[config.mk]
export PLATFORM = sky130hd
export DESIGN_NAME = pattern_detector_prog
export DESIGN_NICKNAME = d
export VERILOG_FILES = /design/src/rtl/pattern_detector_pkg.sv /design/src/rtl/pattern_shift_window.sv /design/src/rtl/pattern_detector_prog.sv
export SDC_FILE = /design/constraint.sdc
export NUM_CORES = 1
export LEC_CHECK = 0
export CORE_MARGIN = 10
export CORE_UTILIZATION = 50
export DETAILED_ROUTE_END_ITERATION = 8
export GPL_ROUTABILITY_DRIVEN = 0
export PLACE_DENSITY_LB_ADDON = 0.2
export REMOVE_ABC_BUFFERS = 1
export SLEW_MARGIN = 30
export SYNTH_ARGS = -nofsm -noshare
export SYNTH_HDL_FRONTEND = slang
export SYNTH_SLANG_ARGS = --single-unit
[constraint.sdc]
create_clock -name clk -period 5.4 [get_ports clk]
set_input_delay 1.08 -clock clk [delete_from_list [all_inputs] [get_ports clk]]
set_output_delay 1.08 -clock clk [all_outputs]
set_load 0.02 [all_outputs]
[src/rtl/pattern_detector_pkg.sv]
// Shared types and constants for the programmable serial pattern detector.
package pattern_detector_pkg;

  typedef enum logic [1:0] {
    IDLE  = 2'd0,
    FILL  = 2'd1,
    ARMED = 2'd2
  } state_e;

  localparam logic OVERLAP_DEFAULT = 1'b1;

  // Largest value a counter of the given width can hold (widths up to 32).
  function automatic logic [31:0] sat_max(input int unsigned width);
    if (width >= 32'd32) begin
      return 32'hFFFF_FFFF;
    end else begin
      return (32'd1 << width) - 32'd1;
    end
  endfunction

endpackage

[src/rtl/pattern_shift_window.sv]
// Serial-in window (newest bit at the MSB) with a fill counter that saturates at PAT_W.
module pattern_shift_window #(
  parameter int PAT_W = 8
) (
  input  logic             clk,
  input  logic             rstb,
  input  logic             shift_en,
  input  logic             fill_clr,
  input  logic             bit_in,
  output logic [PAT_W-1:0] win_next,
  output logic             full_next
);

  localparam int FILL_W = $clog2(PAT_W + 1);
  localparam logic [FILL_W-1:0] FILL_MAX = FILL_W'(PAT_W);
  localparam logic [FILL_W-1:0] FILL_ONE = {{(FILL_W-1){1'b0}}, 1'b1};

  logic [PAT_W-1:0]  win_r;
  logic [FILL_W-1:0] fill_r;

  // Next window value and whether the bit sampled this edge completes the window.
  always_comb begin
    if (shift_en) begin
      win_next  = {bit_in, win_r[PAT_W-1:1]};
      full_next = (fill_r >= (FILL_MAX - FILL_ONE));
    end else begin
      win_next  = win_r;
      full_next = 1'b0;
    end
  end

  // Window shift register and saturating fill count; a clear wins over counting.
  always_ff @(posedge clk or negedge rstb) begin
    if (!rstb) begin
      win_r  <= {PAT_W{1'b0}};
      fill_r <= {FILL_W{1'b0}};
    end else begin
      if (shift_en) begin
        win_r <= win_next;
      end
      if (fill_clr) begin
        fill_r <= {FILL_W{1'b0}};
      end else if (shift_en && (fill_r != FILL_MAX)) begin
        fill_r <= fill_r + FILL_ONE;
      end
    end
  end

endmodule

[src/rtl/pattern_detector_prog.sv]
// Programmable serial pattern detector: masked compare over a PAT_W window,
// overlapping/non-overlapping modes and a saturating match counter.
module pattern_detector_prog
  import pattern_detector_pkg::*;
#(
  parameter int PAT_W = 8,
  parameter int CNT_W = 16
) (
  input  logic             clk,
  input  logic             rstb,
  input  logic             enable,
  input  logic             serial_pattern,
  input  logic             cfg_load,
  input  logic [PAT_W-1:0] cfg_pattern,
  input  logic [PAT_W-1:0] cfg_mask,
  input  logic             cfg_overlap,
  input  logic             count_clear,
  output logic             pattern_detected,
  output logic [CNT_W-1:0] match_count
);

  localparam logic [31:0]      CNT_MAX_W = sat_max(CNT_W);
  localparam logic [CNT_W-1:0] CNT_MAX   = CNT_MAX_W[CNT_W-1:0];
  localparam logic [CNT_W-1:0] CNT_ONE   = {{(CNT_W-1){1'b0}}, 1'b1};

  state_e           state_r;
  logic [PAT_W-1:0] pat_r;
  logic [PAT_W-1:0] mask_r;
  logic             overlap_r;
  logic             det_r;
  logic [CNT_W-1:0] cnt_r;

  logic [PAT_W-1:0] win_next_s;
  logic             full_next_s;
  logic             shift_s;
  logic             legal_s;
  logic             hit_s;
  logic             match_s;
  logic             fill_clr_s;

  pattern_shift_window #(
    .PAT_W (PAT_W)
  ) u_window (
    .clk       (clk),
    .rstb      (rstb),
    .shift_en  (shift_s),
    .fill_clr  (fill_clr_s),
    .bit_in    (serial_pattern),
    .win_next  (win_next_s),
    .full_next (full_next_s)
  );

  // A load edge discards its bit; a non-overlapping hit forces a fresh window.
  always_comb begin
    shift_s    = enable & ~cfg_load;
    legal_s    = (state_r == ARMED) | full_next_s;
    hit_s      = (((win_next_s ^ pat_r) & mask_r) == {PAT_W{1'b0}}) &
                 (mask_r != {PAT_W{1'b0}});
    match_s    = shift_s & legal_s & hit_s;
    fill_clr_s = ~enable | cfg_load | (match_s & ~overlap_r);
  end

  // Control FSM, configuration shadow registers and the registered detect.
  always_ff @(posedge clk or negedge rstb) begin
    if (!rstb) begin
      state_r   <= IDLE;
      pat_r     <= {PAT_W{1'b0}};
      mask_r    <= {PAT_W{1'b0}};
      overlap_r <= OVERLAP_DEFAULT;
      det_r     <= 1'b0;
    end else begin
      det_r <= match_s;
      if (cfg_load) begin
        pat_r     <= cfg_pattern;
        mask_r    <= cfg_mask;
        overlap_r <= cfg_overlap;
      end
      if (!enable) begin
        state_r <= IDLE;
      end else if (cfg_load || (match_s && !overlap_r)) begin
        state_r <= FILL;
      end else if (full_next_s) begin
        state_r <= ARMED;
      end else begin
        state_r <= FILL;
      end
    end
  end

  // Saturating match counter; a clear still counts a match on the same edge.
  always_ff @(posedge clk or negedge rstb) begin
    if (!rstb) begin
      cnt_r <= {CNT_W{1'b0}};
    end else if (count_clear) begin
      cnt_r <= {{(CNT_W-1){1'b0}}, match_s};
    end else if (match_s && (cnt_r != CNT_MAX)) begin
      cnt_r <= cnt_r + CNT_ONE;
    end
  end

  assign pattern_detected = det_r & enable;
  assign match_count      = cnt_r;

endmodule

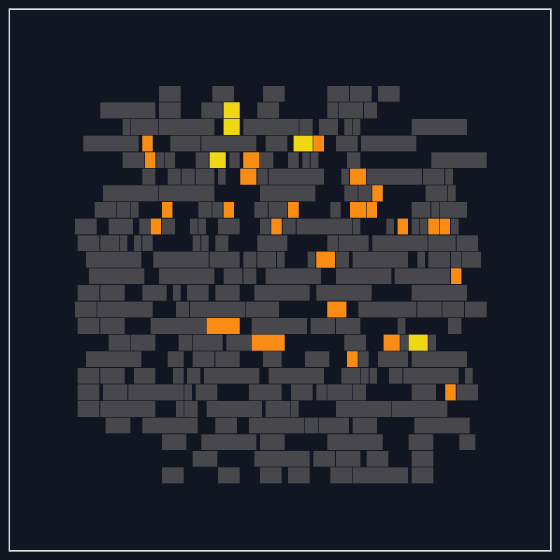
(images/gate_families.png)
- orange: inverting AOI/OAI gates (cells 25)
- yellow: AND-OR and OR-AND gates (cells 5; where north)

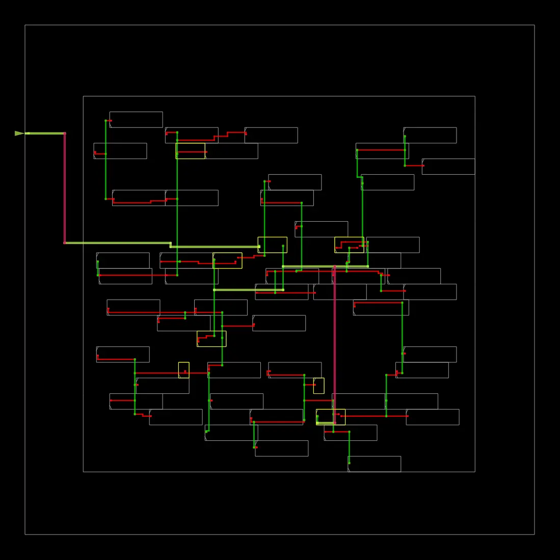
(images/final_clocks.png)
maximum clock skew at final layout: 4.777 ps
number of clock sinks: 48

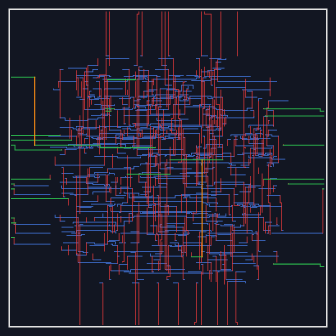
(images/metal_stack.png)
- orange: met4 (wire length 46.2 um)
- red: met2 (wire length 2220 um)
- green: met3 (wire length 245 um)
- blue: met1 (wire length 2150 um)

==> results.txt <==
The run has ended; figures from its reports follow.

The via count normalized by instance count came out at between 5 and 6. The final hold violation count came out at 0. The switching power as a share of total power is between 20 and 30%. For this design the top-level I/O count stands at 40. In this run the tightest slew margin relative to its limit is roughly 46%. The max-cap violation count is 0. For reference, the top logic cell family by area is simple AND/OR/NAND/NOR gates. Detailed routing placed a total of between 2000 and 2500 um of wire on met2. The number of tap cells added at floorplan is around 52. The first global-routing pass estimated approximately 8000 um of wire. The number of global-route vias before repair came out at 1680. In the final timing run, aggregate negative setup slack is 0 ps. Per the layout report, the design carries 6 clock buffers.

The global routing report lists met2 layer usage as between 20% and 30%. The clock passes through at most 2 buffers. The number of multi-input logic gates is 148. Buffers added to address setup during post-CTS repair amount to 0. The number of gates resized after cts came out at 0. The number of enable flip-flop cells is 0. For this run, the post-layout net count is ~280. The area fraction in and, or, nand and nor cells after synthesis came out at between 15 and 20%. Power attributed to sequential cells is between 400 and 500 uW. Between the synthesized netlist and the finished layout, the area growth was recorded as 21.79%. The number of distinct library cells after synthesis came out at 38. The fraction of met1 tracks used by global routing came out at between 10% and 20%. Setup repair after global routing left no endpoint under its margin.

In this run the most critical hold path is launched from u_window.win_r[0]. The data arrival time at the worst-slack endpoint is a little over 4000 ps. The average instance in the mapped netlist occupies roughly 11 um2. The core footprint is approximately 0.0044 mm2. The count of routing violations after the opening detailed-route iteration is 90. The post-route minimum period is between 3000 and 4000 ps. In the Yosys report the total cell count is about 210. The commonest cells after synthesis are 47 x sky130_fd_sc_hd__dfrtp_1, 25 x sky130_fd_sc_hd__mux2_2, 16 x sky130_fd_sc_hd__nor2_1, 13 x sky130_fd_sc_hd__nand2_1.

The cell count after synthesis is 208. In the Yosys report, the sequential cells make up around half of the chip area. The final antenna-violating net count is 0. The post-layout instance count excluding filler cells came out at approximately 300. The number of H-tree levels came out at 2. The final timing report gives a worst setup slack of ~1500 ps. The cell depth of the worst flop-to-flop path is 8. The core utilization of the finished layout is between 60 and 70%.

The worst setup path is of the in2reg kind. The share of synthesized cell area in and-or and or-and compound cells is around 8.7%. The wire length the detailed router placed on met1 is ~2200 um. The filler cell count is between 300 and 400. The critical-path maximum fanout is 11. The wire length recorded after detailed routing is between 4000 and 5000 um. The finished layout cell area came out at 0.002860 mm2. The floorplan step records an initial core utilization of a little over half. The worst hold path endpoint is u_window.win_r[0]. For reference, the critical path cell chain is clkdlybuf4s50_1 -> nand2b_4 -> mux2_2 -> mux2i_1 -> a2111oi_2 -> nand3_2 -> nor3_1 -> mux2_2. The synthesis report lists the Yosys warning total as 0. Power attributed to the clock group is approximately 220 uW.

Port buffering added 39 buffers. After layout, the buffer instance count without clock buffers stands at 40. The STA report counts the stages on the worst setup path as 8. Prior to clock tree synthesis, the placed netlist has a worst setup slack of about 1200 ps. Entering global routing, the biggest net connects 49 pins.

The synthesized netlist devotes 1.598% of its cell area to adder and majority cells. The worst slack on hold paths came out at about 530 ps. The combinational gate area came out at roughly 0.0011 mm2.

The worst ir drop on vdd is 172.5 uV. OpenSTA lists the critical path endpoint as match_count[6]. Of the total synthesized cell area, the portion taken by XOR and XNOR cells is a little under 3%. The script parses the final routing iteration and logs DRC violations as 0.

Summing all multiplexer cells gives an area fraction of roughly 16%. The data required time of the critical path came out at ~5600 ps. The synthesized cell area came out at 0.002349 mm2.

The most frequently used library cell after synthesis is sky130_fd_sc_hd__dfrtp_1. The share of the synthesized area in the top cell type came out at between 50% and 60%. Non-clock buffers make up between 10 and 15% of the layout cell area. The amount of wire on met3 after detailed routing came out at around 250 um. Per the GRT congestion report, total overflow comes to 0. Internal power comes to 569.1 uW. The run finished with clean final reports. The antenna diode count came out at 0.

The number of buffers added by the clock tree synthesis step came out at 5. The met3 global-route usage is about 3.9%. Power attributed to combinational cells is ~130 uW. According to the dpl log, the detail-placed design has an HPWL of ~3500 um.

The hold-fix buffer count after cts came out at 0. Ranking logic cells in the layout by count gives the top entries 47 x sky130_fd_sc_hd__dfrtp_1, 38 x sky130_fd_sc_hd__clkdlybuf4s50_1, 25 x sky130_fd_sc_hd__mux2_2.
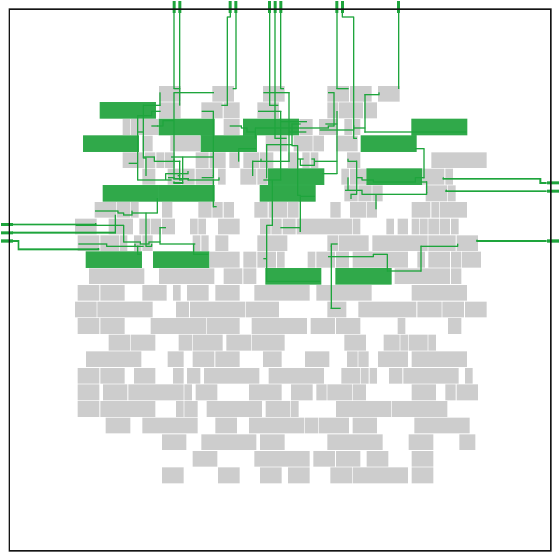
(images/port_nets.png)
- green: match_count (bits 16; direction output; edge 10 north, 3 east, 3 west; end cells 16; buffers 16; wire 729 um)

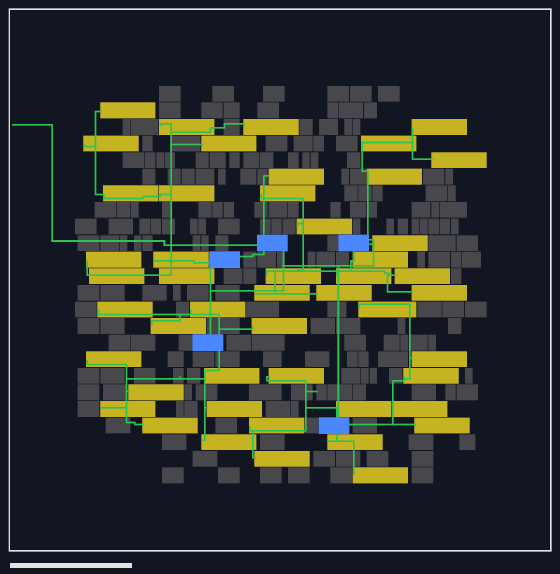
(images/clock_map.png)
Bar = 20 um.
- blue: cells driving clock nets (count 5)
- yellow: flip-flops (count 48)
- green: clock wires (length 579 um)
- routed clock nets: 6

Power and IR drop assume default switching activity.
